Figure 1. Where the registers sit.
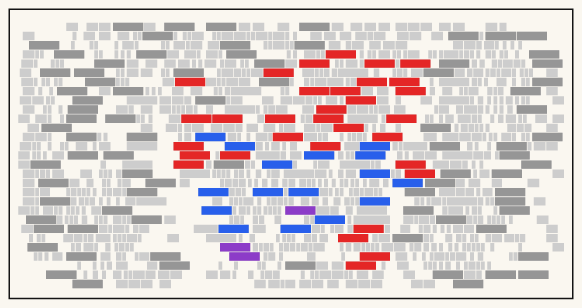
Figure 2. Ports around the boundary.
Pins as bars across the die edge, other pins in grey.
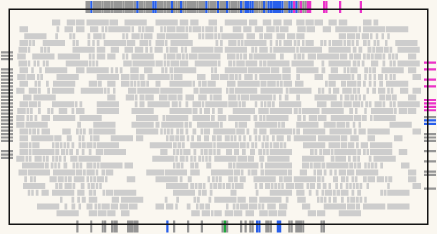
--- config.mk ---
export PLATFORM = sky130hd
export DESIGN_NAME = logic_engine_bridge_flat
export DESIGN_NICKNAME = d
export VERILOG_FILES = /design/src/rtl/logic_engine_bridge_if.sv /design/src/rtl/logic_engine_bridge.sv /design/src/flat_wrapper.sv
export SDC_FILE = /design/constraint.sdc
export NUM_CORES = 1
export LEC_CHECK = 0
export ABC_AREA = 1
export CORE_ASPECT_RATIO = 0.5
export CORE_MARGIN = 2
export CORE_UTILIZATION = 48
export DETAILED_ROUTE_END_ITERATION = 10
export GPL_ROUTABILITY_DRIVEN = 0
export PLACE_DENSITY = 0.8
export SLEW_MARGIN = 20
export SYNTH_ARGS = -nofsm -noshare
export SYNTH_HDL_FRONTEND = slang
export SYNTH_SLANG_ARGS = --single-unit
--- constraint.sdc ---
create_clock -name clk -period 2.1 [get_ports clk]
set_input_delay 0.315 -clock clk [delete_from_list [all_inputs] [get_ports clk]]
set_output_delay 0.315 -clock clk [all_outputs]
set_load 0.02 [all_outputs]
--- src/rtl/logic_engine_bridge_if.sv ---
// rtl/logic_engine_bridge_if.sv - CPU req/ack and engine valid/ready signals of the logic-engine bridge
// master is the bridge side; slave is the CPU/engine environment side.
interface logic_engine_bridge_if;
    logic        logic_req;
    logic [31:0] logic_addr;
    logic        logic_ack;
    logic [31:0] logic_data;
    logic        eng_req_valid;
    logic        eng_req_ready;
    logic [31:0] eng_req_addr;
    logic        eng_rsp_valid;
    logic        eng_rsp_ready;
    logic [31:0] eng_rsp_data;
    logic        eng_rsp_err;

    modport master (
        input  logic_req, logic_addr, eng_req_ready, eng_rsp_valid, eng_rsp_data, eng_rsp_err,
        output logic_ack, logic_data, eng_req_valid, eng_req_addr, eng_rsp_ready
    );

    modport slave (
        output logic_req, logic_addr, eng_req_ready, eng_rsp_valid, eng_rsp_data, eng_rsp_err,
        input  logic_ack, logic_data, eng_req_valid, eng_req_addr, eng_rsp_ready
    );
endinterface

--- src/rtl/logic_engine_bridge.sv ---
// rtl/logic_engine_bridge.sv - CPU req/ack to engine valid/ready bridge with timeout and counters
// Late or unsolicited engine responses are drained and counted rather than delivered.
module logic_engine_bridge #(
    parameter int unsigned TIMEOUT_CYCLES = 1024,
    parameter logic [31:0] TIMEOUT_DATA   = 32'hDEAD0001,
    parameter int unsigned CNT_W          = 16
) (
    input  logic                      clk,
    input  logic                      rst_n,
    logic_engine_bridge_if.master     bus,
    output logic                      busy,
    output logic                      err_sticky,
    output logic [CNT_W-1:0]          txn_count,
    output logic [CNT_W-1:0]          timeout_count,
    output logic [CNT_W-1:0]          stale_count
);

    typedef enum logic [2:0] {
        S_IDLE,
        S_ISSUE,
        S_WAIT_RSP,
        S_ACK,
        S_RELEASE
    } state_t;

    localparam logic [15:0] TMO_LAST = 16'(TIMEOUT_CYCLES - 1);

    state_t           state_q, state_d;
    logic [31:0]      addr_q, addr_d;
    logic [31:0]      data_q, data_d;
    logic [15:0]      tmo_q, tmo_d;
    logic             err_q, err_d;
    logic [CNT_W-1:0] txn_q, txn_d;
    logic [CNT_W-1:0] tcnt_q, tcnt_d;
    logic [CNT_W-1:0] stale_q, stale_d;

    logic rsp_ready;
    logic rsp_hs;
    logic in_flight;
    logic timeout_hit;

    function automatic logic [CNT_W-1:0] sat_inc(input logic [CNT_W-1:0] x);
        return (&x) ? x : x + {{(CNT_W-1){1'b0}}, 1'b1};
    endfunction

    assign rsp_ready   = (state_q != S_ACK);
    assign rsp_hs      = bus.eng_rsp_valid & rsp_ready;
    assign in_flight   = (state_q == S_ISSUE) || (state_q == S_WAIT_RSP);
    // A response landing in the last allowed cycle beats the timeout.
    assign timeout_hit = in_flight && (tmo_q == TMO_LAST) &&
                         !((state_q == S_WAIT_RSP) && rsp_hs);

    always_ff @(posedge clk or negedge rst_n) begin
        if (!rst_n) begin
            state_q <= S_IDLE;
        end else begin
            state_q <= state_d;
        end
    end

    always_comb begin
        state_d = state_q;
        case (state_q)
            S_IDLE: begin
                if (bus.logic_req) state_d = S_ISSUE;
            end
            S_ISSUE: begin
                if (timeout_hit)            state_d = S_ACK;
                else if (bus.eng_req_ready) state_d = S_WAIT_RSP;
            end
            S_WAIT_RSP: begin
                if (rsp_hs || timeout_hit) state_d = S_ACK;
            end
            S_ACK: begin
                state_d = S_RELEASE;
            end
            S_RELEASE: begin
                if (!bus.logic_req) state_d = S_IDLE;
            end
            default: state_d = S_IDLE;
        endcase
    end

    always_comb begin
        bus.logic_ack     = (state_q == S_ACK);
        bus.eng_req_valid = (state_q == S_ISSUE);
        bus.eng_rsp_ready = rsp_ready;
        busy              = (state_q != S_IDLE);
    end

    always_comb begin
        addr_d  = addr_q;
        data_d  = data_q;
        tmo_d   = tmo_q;
        err_d   = err_q;
        txn_d   = txn_q;
        tcnt_d  = tcnt_q;
        stale_d = stale_q;

        if ((state_q == S_IDLE) && bus.logic_req) begin
            addr_d = bus.logic_addr;
            tmo_d  = 16'd0;
        end
        if (in_flight) begin
            tmo_d = tmo_q + 16'd1;
        end
        if ((state_q == S_WAIT_RSP) && rsp_hs) begin
            data_d = bus.eng_rsp_data;
            if (bus.eng_rsp_err) err_d = 1'b1;
        end
        if (timeout_hit) begin
            data_d = TIMEOUT_DATA;
            err_d  = 1'b1;
            tcnt_d = sat_inc(tcnt_q);
        end
        if (state_q == S_ACK) begin
            txn_d = sat_inc(txn_q);
        end
        // Anything handshaken outside WAIT_RSP has no transaction to belong to.
        if (rsp_hs && (state_q != S_WAIT_RSP)) begin
            stale_d = sat_inc(stale_q);
        end
    end

    always_ff @(posedge clk or negedge rst_n) begin
        if (!rst_n) begin
            addr_q  <= '0;
            data_q  <= '0;
            tmo_q   <= '0;
            err_q   <= 1'b0;
            txn_q   <= '0;
            tcnt_q  <= '0;
            stale_q <= '0;
        end else begin
            addr_q  <= addr_d;
            data_q  <= data_d;
            tmo_q   <= tmo_d;
            err_q   <= err_d;
            txn_q   <= txn_d;
            tcnt_q  <= tcnt_d;
            stale_q <= stale_d;
        end
    end

    assign bus.logic_data   = data_q;
    assign bus.eng_req_addr = addr_q;
    assign err_sticky       = err_q;
    assign txn_count        = txn_q;
    assign timeout_count    = tcnt_q;
    assign stale_count      = stale_q;

endmodule
--- src/flat_wrapper.sv ---
// flat-port wrapper written by rule: the top's interface ports become plain ports
module logic_engine_bridge_flat 
#(
    parameter int unsigned TIMEOUT_CYCLES = 1024,
    parameter logic [31:0] TIMEOUT_DATA   = 32'hDEAD0001,
    parameter int unsigned CNT_W          = 16
)
  (clk, rst_n, busy, err_sticky, txn_count, timeout_count, stale_count, bus_logic_req, bus_logic_addr, bus_eng_req_ready, bus_eng_rsp_valid, bus_eng_rsp_data, bus_eng_rsp_err, bus_logic_ack, bus_logic_data, bus_eng_req_valid, bus_eng_req_addr, bus_eng_rsp_ready);
  logic_engine_bridge_if bus_i ();
  input  logic clk;
  input  logic rst_n;
  output logic busy;
  output logic err_sticky;
  output logic [CNT_W-1:0] txn_count;
  output logic [CNT_W-1:0] timeout_count;
  output logic [CNT_W-1:0] stale_count;
  input wire logic [$bits(bus_i.logic_req)-1:0] bus_logic_req;
  input wire logic [$bits(bus_i.logic_addr)-1:0] bus_logic_addr;
  input wire logic [$bits(bus_i.eng_req_ready)-1:0] bus_eng_req_ready;
  input wire logic [$bits(bus_i.eng_rsp_valid)-1:0] bus_eng_rsp_valid;
  input wire logic [$bits(bus_i.eng_rsp_data)-1:0] bus_eng_rsp_data;
  input wire logic [$bits(bus_i.eng_rsp_err)-1:0] bus_eng_rsp_err;
  output wire logic [$bits(bus_i.logic_ack)-1:0] bus_logic_ack;
  output wire logic [$bits(bus_i.logic_data)-1:0] bus_logic_data;
  output wire logic [$bits(bus_i.eng_req_valid)-1:0] bus_eng_req_valid;
  output wire logic [$bits(bus_i.eng_req_addr)-1:0] bus_eng_req_addr;
  output wire logic [$bits(bus_i.eng_rsp_ready)-1:0] bus_eng_rsp_ready;
  assign bus_i.logic_req = bus_logic_req;
  assign bus_i.logic_addr = bus_logic_addr;
  assign bus_i.eng_req_ready = bus_eng_req_ready;
  assign bus_i.eng_rsp_valid = bus_eng_rsp_valid;
  assign bus_i.eng_rsp_data = bus_eng_rsp_data;
  assign bus_i.eng_rsp_err = bus_eng_rsp_err;
  assign bus_logic_ack = bus_i.logic_ack;
  assign bus_logic_data = bus_i.logic_data;
  assign bus_eng_req_valid = bus_i.eng_req_valid;
  assign bus_eng_req_addr = bus_i.eng_req_addr;
  assign bus_eng_rsp_ready = bus_i.eng_rsp_ready;
  logic_engine_bridge #(.TIMEOUT_CYCLES(TIMEOUT_CYCLES), .TIMEOUT_DATA(TIMEOUT_DATA), .CNT_W(CNT_W)) u_core (.clk(clk), .rst_n(rst_n), .bus(bus_i), .busy(busy), .err_sticky(err_sticky), .txn_count(txn_count), .timeout_count(timeout_count), .stale_count(stale_count));
endmodule
==> run notes <==
Implementation progress

The flow ran to the end, and the final reports show no timing, DRC or antenna violations. The synthesis-to-layout area growth stands at 43.24%. The total clock sinks stands at 132. After synthesis, the design contains 784 cells according to Yosys.

The area of the core stands at 12770 sq um. The total internal power stands at 7.089 mW. Of the total power, combinational logic draws 0.404. The worst-case reg-to-reg path depth stands at 11.

In the routed design, unresolved DRC markers number 0. The total stage count of the critical path stands at 5. The placed instance count stands at 1133. After clock tree synthesis, the clock-pin slew on the worst setup and hold paths is 0.07 ns.

The total congestion overflow stands at 0. The highest metal layer carrying signal wires in the routed design is met4. Per the detail_route report, routed wire per instance is 14.74 microns.

The final non-filler cell area stands at 9074 sq um. The clock network area share stands at 0.06426. Sorting the synthesized cells by how often they occur yields nand2_1 (297), dfrtp_1 (132), inv_1 (67). The number of instances in the synthesized netlist stands at 784. The cell area after synthesis stands at 6335 sq um. The largest total area in the synthesized netlist belongs to dfrtp_1.

The clock buffers instantiated in the layout total 21. The critical path arrival stands at 1.64 ns. The hold slack stands at 0.3975 ns. STA classifies the critical path startpoint as a flop. The delay of the slowest critical-path stage stands at 0.44 ns.

The clock network power stands at 2.92 mW. The first detailed-routing pass ran for 4 iterations. The non-clock buffer count in the final layout stands at 202. Broken down by cell family, the worst path's largest delay share belongs to buffers and inverters. The synthesis log from Yosys contains 0 warnings. The top fanout value on the critical path stands at 6. For this run, global-route usage on met3 was measured as 0.04291.

The number of setup buffers added after CTS is 0. The number of H-tree levels stands at 4. The area of the die stands at 14190 sq um.

The portion of the clock cycle consumed by the worst path in the final layout stands at 0.9309. The share of synthesized area in the top cell type comes to 0.5214. The worst setup path is of the reg2out kind. Among all flip-flop cells after synthesis, the most frequent one is dfrtp_1. The switching part of the total power stands at 0.3847. The wire length on met3 stands at 771 microns. Ranked by total area, the top cell class in this layout is flip-flops and latches.

According to the hold report, the worst path is of the in2async type. After layout, the minimum clock period comes to 1.955 ns. Per the finish-stage timing summary, setup violations number 0.

The simple-gate area share of the yosys netlist stands at 0.3016. In this run the critical path is formed by inv_1 -> nand2_1 -> nor2_4 -> inv_1 -> dlygate4sd2_1. The site row count stands at 29. Looking at the reg2reg group, the worst path starts from u_core.tmo_q[0].

The met2 track demand over resource in global routing stands at 0.4234. Setup repair after global routing left no endpoint under its margin. In this run, the synthesized area fraction spent on xor and xnor cells is recorded as 0.05807. 187 I/O pins were placed. Per the synthesis report, the AND-OR/OR-AND share of the synthesized area is 0.04879.

The count of final max-slew check failures stands at 0. The global routing report lists met1 layer usage as 0.3241. The number of nets with antenna violations after detailed routing stands at 0. The worst setup path is captured at an output port. The first global-routing pass estimated 28470 microns of wire. The share of total power dissipated in the clock network is 0.253. The most common logic cells in the final layout are nand2_1 (294), clkdlybuf4s50_1 (182), dfrtp_1 (132), inv_1 (66), nor2_1 (57).

In the post-route analysis, the smallest setup slack over all paths is 0.1451 ns. The root buffer cell chosen for the clock tree is clkbuf_16. The area recorded from the Yosys report for this design is 6335 sq um.

The overall via count from detail_route stands at 5871. The average cell area after synthesis stands at 8.080 sq um. The total routed wirelength stands at 17200 microns. For this run, the detailed router reports a per-instance via density of 5.031. The initial antenna violation count stands at 0.

The initial detailed-routing violation count stands at 347. In the per-layer breakdown of the detailed-route log, met1 shows 7418 microns. The multi-input combinational area share stands at 0.2951.

Fill cells in the final layout number 999. The number of hold violations in the final report stands at 0. After detailed placement, the total cell area comes to 8439 sq um.

The flop-to-flop setup slack stands at 0.15 ns. For the worst reg-to-reg path, the endpoint reported by OpenROAD is u_core.timeout_count[15]. For reference, the critical path is launched at u_core.state_q[2]. In this run, synthesis inferred 0 flip-flops with an integrated enable. At the worst endpoint, the required time is 1.78 ns.

According to the cell report, the number of logic gates is 559. The fraction of final cell area spent on non-clock buffers in this run is 0.2221. The report puts the hold buffer count at CTS at 1.

In this run the maximum-capacitance check reported violations numbering 0. The number of nets in the synthesized netlist is 858. The most common cell in the synthesized netlist is nand2_1. Across all stage logs, warnings added up to 26. For the worst-skew pair, the clock arrives at the later sink with an insertion delay of 0.42 ns. The initial cell density of the core stands at 0.4960.
Notes on Figure 1 above:
u_core.tmo_q -> blue  # placed flops 16
u_core.bus.logic_data -> red  # placed flops 32
u_core.state_q -> purple  # placed flops 3
not coloured = 81
power consumed by sequential cells: 3.94 mW
Flop area: 3303 sq um
utilization after layout: 0.7104
sequential share of cell area: 0.3640

Notes on Figure 2 above:
timeout_count -> magenta  # pins 16, direction output, edge 8 top, 8 right
bus_eng_req_ready -> green  # pins 1, direction input, edge bottom
bus_logic_data -> blue  # pins 32, direction output, edge 25 top, 5 bottom, 2 right
all pins by edge = 102 top, 38 bottom, 28 left, 19 right
count of input and output buffers: 186
horizontal extent of the die: 166.5 microns
vertical extent of the die: 85.24 microns

Power is estimated from default activity; no workload was simulated.
